[config.mk]
export PLATFORM = sky130hd
export DESIGN_NAME = ram_port_arbiter
export DESIGN_NICKNAME = d
export VERILOG_FILES = /design/src/rtl/ram_port_arbiter.sv
export SDC_FILE = /design/constraint.sdc
export NUM_CORES = 1
export LEC_CHECK = 0
export CAP_MARGIN = 5
export CORE_UTILIZATION = 38
export CTS_BUF_LIST = sky130_fd_sc_hd__clkbuf_16
export CTS_CLUSTER_DIAMETER = 60
export CTS_CLUSTER_SIZE = 14
export DETAILED_ROUTE_END_ITERATION = 16
export PLACE_DENSITY = 0.82
export REMOVE_ABC_BUFFERS = 1
export SYNTH_ARGS = -nofsm -noshare
export SYNTH_HDL_FRONTEND = slang
export SYNTH_SLANG_ARGS = --single-unit
[constraint.sdc]
create_clock -name clk_i -period 2.45 [get_ports clk_i]
set_input_delay 0.49 -clock clk_i [delete_from_list [all_inputs] [get_ports clk_i]]
set_output_delay 0.49 -clock clk_i [all_outputs]
set_load 0.03 [all_outputs]
[src/rtl/ram_port_arbiter.sv]
// Two-requester front end for a dual-port RAM with one write and one registered read port.
// Each port arbitrates with its own round-robin pointer; same-cycle write->read is forwarded.
module ram_port_arbiter #(
  parameter int unsigned DW = 16,
  parameter int unsigned AW = 8
) (
  input  logic          clk_i,
  input  logic          rst_i,

  input  logic          r0_valid_i,
  input  logic          r0_we_i,
  input  logic [AW-1:0] r0_addr_i,
  input  logic [DW-1:0] r0_wdata_i,
  output logic          r0_ready_o,
  output logic          r0_rvalid_o,
  output logic [DW-1:0] r0_rdata_o,

  input  logic          r1_valid_i,
  input  logic          r1_we_i,
  input  logic [AW-1:0] r1_addr_i,
  input  logic [DW-1:0] r1_wdata_i,
  output logic          r1_ready_o,
  output logic          r1_rvalid_o,
  output logic [DW-1:0] r1_rdata_o,

  output logic          ram_we_o,
  output logic [AW-1:0] ram_write_address_o,
  output logic [DW-1:0] ram_data_in_o,
  output logic [AW-1:0] ram_read_address_o,
  input  logic [DW-1:0] ram_data_out_i
);

  // Arbitration pointers: 0 favours r0, 1 favours r1
  logic          wr_ptr_q, wr_ptr_d;
  logic          rd_ptr_q, rd_ptr_d;

  // Read response pipeline
  logic          rd_pend_q, rd_pend_d;
  logic          rd_id_q, rd_id_d;
  logic          byp_q, byp_d;
  logic [DW-1:0] byp_data_q, byp_data_d;
  logic [AW-1:0] rd_addr_q, rd_addr_d;

  logic          wr_req0, wr_req1, rd_req0, rd_req1;
  logic          wr_gnt0, wr_gnt1, rd_gnt0, rd_gnt1;
  logic          wr_gnt, rd_gnt;
  logic [AW-1:0] rd_win_addr;
  logic [DW-1:0] rsp_data;

  // Request decode; reset suppresses every grant
  always_comb begin
    wr_req0 = r0_valid_i &  r0_we_i & ~rst_i;
    wr_req1 = r1_valid_i &  r1_we_i & ~rst_i;
    rd_req0 = r0_valid_i & ~r0_we_i & ~rst_i;
    rd_req1 = r1_valid_i & ~r1_we_i & ~rst_i;
  end

  always_comb begin
    wr_gnt0 = wr_req0 & (~wr_req1 | ~wr_ptr_q);
    wr_gnt1 = wr_req1 & (~wr_req0 |  wr_ptr_q);
    rd_gnt0 = rd_req0 & (~rd_req1 | ~rd_ptr_q);
    rd_gnt1 = rd_req1 & (~rd_req0 |  rd_ptr_q);
    wr_gnt  = wr_gnt0 | wr_gnt1;
    rd_gnt  = rd_gnt0 | rd_gnt1;

    r0_ready_o = wr_gnt0 | rd_gnt0;
    r1_ready_o = wr_gnt1 | rd_gnt1;
  end

  // Pointers move only when both requesters contend for the same port
  always_comb begin
    wr_ptr_d = wr_ptr_q;
    rd_ptr_d = rd_ptr_q;
    if (wr_req0 && wr_req1) begin
      wr_ptr_d = ~wr_ptr_q;
    end
    if (rd_req0 && rd_req1) begin
      rd_ptr_d = ~rd_ptr_q;
    end
  end

  // RAM write port
  always_comb begin
    ram_we_o            = wr_gnt;
    ram_write_address_o = '0;
    ram_data_in_o       = '0;
    if (wr_gnt0) begin
      ram_write_address_o = r0_addr_i;
      ram_data_in_o       = r0_wdata_i;
    end else if (wr_gnt1) begin
      ram_write_address_o = r1_addr_i;
      ram_data_in_o       = r1_wdata_i;
    end
  end

  // RAM read port: address presented in the accept cycle, held when idle
  always_comb begin
    rd_win_addr        = rd_gnt1 ? r1_addr_i : r0_addr_i;
    rd_addr_d          = rd_gnt ? rd_win_addr : rd_addr_q;
    ram_read_address_o = rd_addr_d;
  end

  always_comb begin
    rd_pend_d  = rd_gnt;
    rd_id_d    = rd_id_q;
    byp_d      = byp_q;
    byp_data_d = byp_data_q;
    if (rd_gnt) begin
      rd_id_d    = rd_gnt1;
      // The RAM returns the old word on a same-cycle collision, so capture the new one
      byp_d      = wr_gnt && (ram_write_address_o == rd_win_addr);
      byp_data_d = ram_data_in_o;
    end
  end

  always_comb begin
    rsp_data    = byp_q ? byp_data_q : ram_data_out_i;
    r0_rvalid_o = rd_pend_q & ~rd_id_q & ~rst_i;
    r1_rvalid_o = rd_pend_q &  rd_id_q & ~rst_i;
    r0_rdata_o  = r0_rvalid_o ? rsp_data : '0;
    r1_rdata_o  = r1_rvalid_o ? rsp_data : '0;
  end

  always_ff @(posedge clk_i) begin
    if (rst_i) begin
      wr_ptr_q   <= 1'b0;
      rd_ptr_q   <= 1'b0;
      rd_pend_q  <= 1'b0;
      rd_id_q    <= 1'b0;
      byp_q      <= 1'b0;
      byp_data_q <= '0;
      rd_addr_q  <= '0;
    end else begin
      wr_ptr_q   <= wr_ptr_d;
      rd_ptr_q   <= rd_ptr_d;
      rd_pend_q  <= rd_pend_d;
      rd_id_q    <= rd_id_d;
      byp_q      <= byp_d;
      byp_data_q <= byp_data_d;
      rd_addr_q  <= rd_addr_d;
    end
  end

endmodule

==> run notes, run 1 <==
run metrics: setup bufs post-CTS 1, status completed, fin. max-slew vios 0, peak supply drop 0.405 mV, post-route design area about 4100 sq um, FILL cells roughly 450, Worst R2R Start rd_ptr_q$_SDFFE_PP0P_, nets@finish ~540, Max-area cell share between 20% and 30%, leakage power total 1.82 nW, vias in the first global route 2738, Die Y between 70 and 80 um, P_int ~1.1 mW, Seq cells post-synth 29, first-pass GRT wire length approximately 13 mm, Final Hold Fails 0, slack of the critical path 0.0174 ns, CP arrival between 1.5 and 2 ns, chip area in the Yosys report ~2300 sq um, Max Clk Rate between 400 and 500 MHz, Row Count 27, Critical Path RT roughly 2 ns, clock share of power between 30% and 40%, critical path startpoint category input pin, Flop pwr share around 30%
[run 1: cell usage in the layout, fill, tap and decap left out, types with 3 or more instances in the layout]
cell type / instances
nand2b_1: 19
a222oi_1: 3
a22o_4: 9
nor2b_1: 9
o21ai_1: 4
buf_6: 3
mux2i_1: 16
a31oi_1: 8
o21ai_0: 12
clkdlybuf4s50_1: 64
a22o_1: 5
nor2_1: 44
clkbuf_16: 5
buf_4: 104
a21oi_1: 19
dfxtp_1: 29
o211ai_2: 3
nand2_1: 52
buf_12: 7
inv_1: 13
[run 1: stage by stage]
step	util, %	cells	hold WS, ns
3_3_place_gp	68.5	536	0.458
2_1_floorplan	-	281	0.444
5_1_grt	72.6	546	0.487
3_5_place_dp	68.5	536	0.465
6_report	72.6	546	0.470
4_1_cts	72.5	546	0.474
[run 1: registers in the layout, indices dropped and copies added, names as in the netlist]
| register | flops |
|---|---|
| byp_data_q | 16 |
| byp_q | 1 |
| rd_addr_q | 8 |
| rd_id_q | 1 |
| rd_pend_q | 1 |
| rd_ptr_q | 1 |
| wr_ptr_q | 1 |
[run 1: worst max-delay path by stage]
| stage | startpoint | end | cells after the start |
|---|---|---|---|
| after floorplan | r0_we_i | ram_read_address_o[0] | 3 |
| after global placement | r1_valid_i | ram_data_in_o[6] | 6 |
| after detailed placement | r1_valid_i | ram_data_in_o[5] | 6 |
| after CTS | r0_valid_i | ram_data_in_o[13] | 7 |
| after global routing | r1_valid_i | ram_data_in_o[13] | 7 |
| final | r1_valid_i | ram_data_in_o[14] | 7 |
[run 1: power groups by stage]
stage	Clock [mW]	Sequential, mW	Combinational (mW)
3_3_place_gp	0	0.506	0.558
3_5_place_dp	0	0.507	0.567
2_1_floorplan	0	0.505	0.255
6_report	0.553	0.498	0.589
4_1_cts	0.569	0.498	0.585
5_1_grt	0.595	0.499	0.623
[run 1: final cells by class]
| class | count | area [sq um] | share of cell area (%) |
|---|---|---|---|
| Timing Repair Buffer | 186 | 1710 | 41.6 |
| Multi-Input combinational cell | 240 | 1560 | 37.8 |
| Sequential cell | 29 | 581 | 14.1 |
| Clock buffer | 5 | 125 | 3.04 |
| Tap cell | 72 | 90.1 | 2.19 |
| Inverter | 12 | 45.0 | 1.09 |
| Clock inverter | 2 | 7.51 | 0.182 |
[run 1: synth_stat cells, types with 2 or more instances]
master	n
a21oi_1	20
a222oi_1	3
a22o_1	5
a22o_2	2
a22o_4	9
a31oi_1	9
buf_2	5
buf_4	4
buf_6	3
clkbuf_1	9
dfxtp_1	29
inv_1	12
mux2i_1	16
nand2_1	53
nand2b_1	20
nand4_1	2
nand4b_1	2
nor2_1	44
nor2b_1	9
o211ai_2	3
o21ai_0	14
o21ai_1	2
xor2_1	2
[run 1: metal layers]
layer	part of all wire [%]	track usage, %
met2	51	45.9
met5	0	0
met3	6.6	4.91
met4	2.0	9.64
met1	41	31.1
[run 1: critical path: stages]
cell and delay, ns:
clkdlybuf4s15_2 0.24, buf_4 0.16, a311oi_4 0.35, buf_6 0.19
bufbuf_16 0.26, a22o_4 0.11, buf_4 0.15
### Met1 routing, run 1

The bar under the picture is 20 um long.
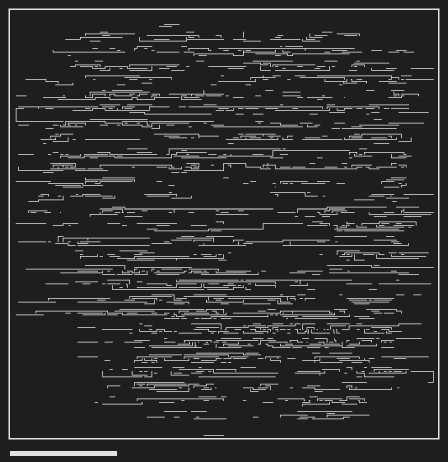
share of all routed wire = 41%
wire length on this layer = 3370 um
main direction = horizontal
met1 Use GR: 31.1%
detailed-route via count: 2906
final WL: 8.29 mm

### Track usage over the die, run 1

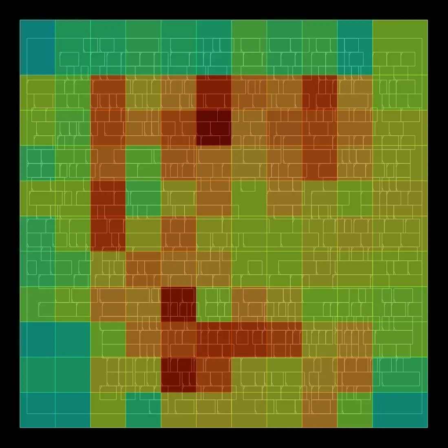
Routed wire per std cell: 15.2 um
met3 usage: 4.91%
busiest grt layer: met2

### Routed metal per tile, run 1

The bar under the picture is 20 um long. The die is cut into 16 by 16 equal tiles; black is low, pale yellow is high, scaled to the fullest tile. Values are wire area over tile area, all layers added.
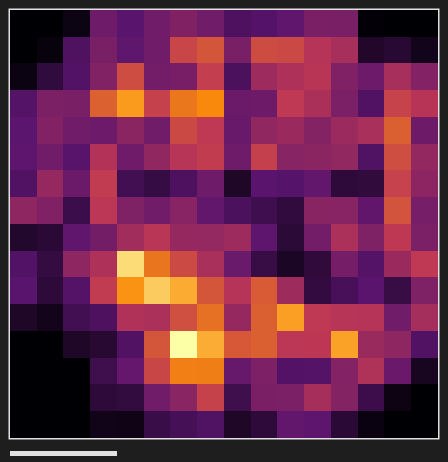
densest ninth of the die = bottom middle
nearly empty tiles = 7.8%
mean over tiles = 0.21
tiles over half the peak = 19%
emptiest ninth of the die = bottom left

### Signal wires on met2, run 1

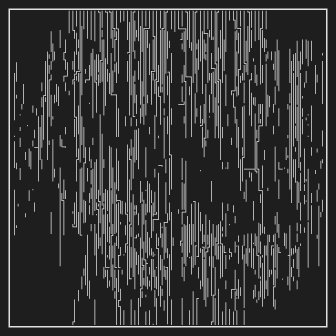

## Run 2: what changed since run 1
Settings changed: SKIP_LAST_GASP set to 1.
### Signal wires on met2, run 2

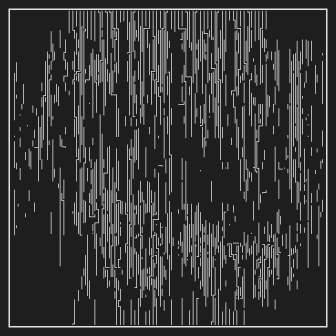
wire length on this layer = 4210 um
longest straight run = 35.7 um
share of all routed wire = 51%
nets with wire on the layer = 481
main direction = vertical
M2 GR Usage: 45.9%
final WL: 8.31 mm
detailed-route via count: 2900

### Met1 routing, run 2

The bar under the picture is 20 um long.
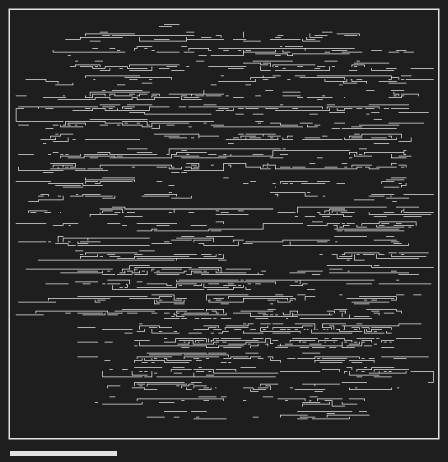
wire length on this layer = 3390 um
longest straight run = 27.6 um
nets with wire on the layer = 473

==> run 2 against run 1 <==
  * Critical path depth stayed put
  * Clock power hardly changed
  * Register-to-register slack hardly changed
  * Critical endpoint unchanged
  * Largest power group unchanged
  * Cell area stayed put
  * Highest routed layer unchanged
  * First-iteration DRC count is 5.8% higher
  * Sequential power hardly changed
  * Maximum frequency is 0.56% higher
==> run notes, run 2 <==
run metrics: syn_area_per_cell 7.56 sq um (unchanged), ys async rst share 0% (unchanged), FF+latch area 581 sq um (unchanged), Final setup viols 0 (unchanged), hold-fix buffers at CTS 0 (unchanged), synthesized instance count 304 (unchanged), status completed (unchanged), Routed wire per std cell 15.2 um (about the same), Seq cells post-synth 29 (unchanged), initial DRC count 147 (was 139), leakage power total 1.82 nW (about the same), FILL cells 447 (unchanged), Largest regs byp_data_q x16, rd_addr_q x8 (unchanged), chip area in the Yosys report 2300 sq um (unchanged), Max-area cell share 25.3% (unchanged), peak supply drop 0.405 mV (about the same), Distinct cells, synth 50 (unchanged), Slew @ Worst Pin 0.424 ns (was 0.416 ns), nets@finish 544 (unchanged), final core utilization 72.6% (unchanged), Final Hold Fails 0 (unchanged), Top reg by flops byp_data_q (unchanged), GPL Wtd Cong 0.900 (unchanged), max reg flops 16 (unchanged), TritonCTS buffer count 5 (unchanged), first-pass GRT wire length 12.9 mm (unchanged), slack of the critical path 0.0309 ns (was 0.0174 ns), post-synth top area cell dfxtp_1 (unchanged), post-synthesis cell type with the largest instance count nand2_1 (unchanged), CP arrival 1.93 ns (was 1.94 ns), most frequent cells in the layout buf_4, clkdlybuf4s50_1, nand2_1 (unchanged), Critical Path RT 1.96 ns (about the same), Post-synth top cells nand2_1, nor2_1, dfxtp_1 (unchanged), Max Clk Rate 413 MHz (was 411 MHz), critical path startpoint category input pin (unchanged), Die W 79.8 um (unchanged), Hold/Removal Path Class register to register (unchanged), Die Y 79.8 um (unchanged), register share after synthesis 25.3% (unchanged), Slew HR 71.5% (was 72.0%), vias in the first global route 2738 (unchanged), Pre-antenna DRT Iters 4 (unchanged), Row Count 27 (unchanged), hold slack 0.471 ns (was 0.470 ns), Commonest Layout Cell buf_4 (unchanged), Comb area 1560 sq um (unchanged), fin. max-slew vios 0 (unchanged)
-- run 2: netlist changes by cell type in the layout (fill, tap and decap cells not counted) --
cell and delta:
o21ai_0 +2, o21ai_1 -2
-- run 2: layout make-up --
class | count | share of cell area (%)
clock buffers | 5 | 3.04
clock inverters | 2 | 0.182
inverters | 12 | 1.09
multi-input cells | 240 | 37.8
flip-flops and latches | 29 | 14.1
well taps | 72 | 2.19
repair buffers | 186 | 41.6
-- run 2: final timing paths --
check,start,cells after the start,to
min,byp_data_q[8]$_SDFFE_PP0N_,2,byp_data_q[8]$_SDFFE_PP0N_
min reg2reg,byp_data_q[8]$_SDFFE_PP0N_,2,byp_data_q[8]$_SDFFE_PP0N_
max,r1_valid_i,7,ram_data_in_o[14]
max reg2reg,rd_ptr_q$_SDFFE_PP0P_,9,byp_q$_SDFFE_PP0N_
-- run 2: power breakdown --
part           switching [mW]  internal, mW  total [mW]
registers             0.00757         0.490       0.498
clock network           0.192         0.361       0.553
logic                   0.291         0.298       0.589
total                   0.491          1.15        1.64
-- run 2: timing repair --
item	CTS	global route
setup endpoints to repair	67	23
resized	16	5
gates cloned	2	0
setup buffers	1	0
pin swaps	1	1
-- run 2: metrics by stage --
stage,instances,instance area (sq um)
final,546,4120
after global routing,546,4120
after CTS,546,4120
after detailed placement,536,3880
after global placement,536,3880
after floorplan,281,2150
-- run 2: cell families after synthesis --
logic type                Yosys count  synth area share [%]
AOI/OAI and AO/OA                  78                  28.1
muxes                              16                  6.97
xor gates and xnor gates            2                 0.763
buffers and inverters              35                  8.39
and+or+nand+nor                   144                  30.6
DFF                                29                  25.3
-- run 2: critical path: stages --
cell and delay, ns:
clkdlybuf4s15_2 0.24, buf_4 0.16, a311oi_4 0.34, buf_6 0.18
bufbuf_16 0.26, a22o_4 0.11, buf_4 0.15
-- run 2: routing by layer --
metal,routed length [um],GRT usage [%]
met1,3390,31.1
met2,4210,45.9
met3,535,4.91
met4,176,9.64
met5,0,0
Power is estimated from default activity; no workload was simulated.
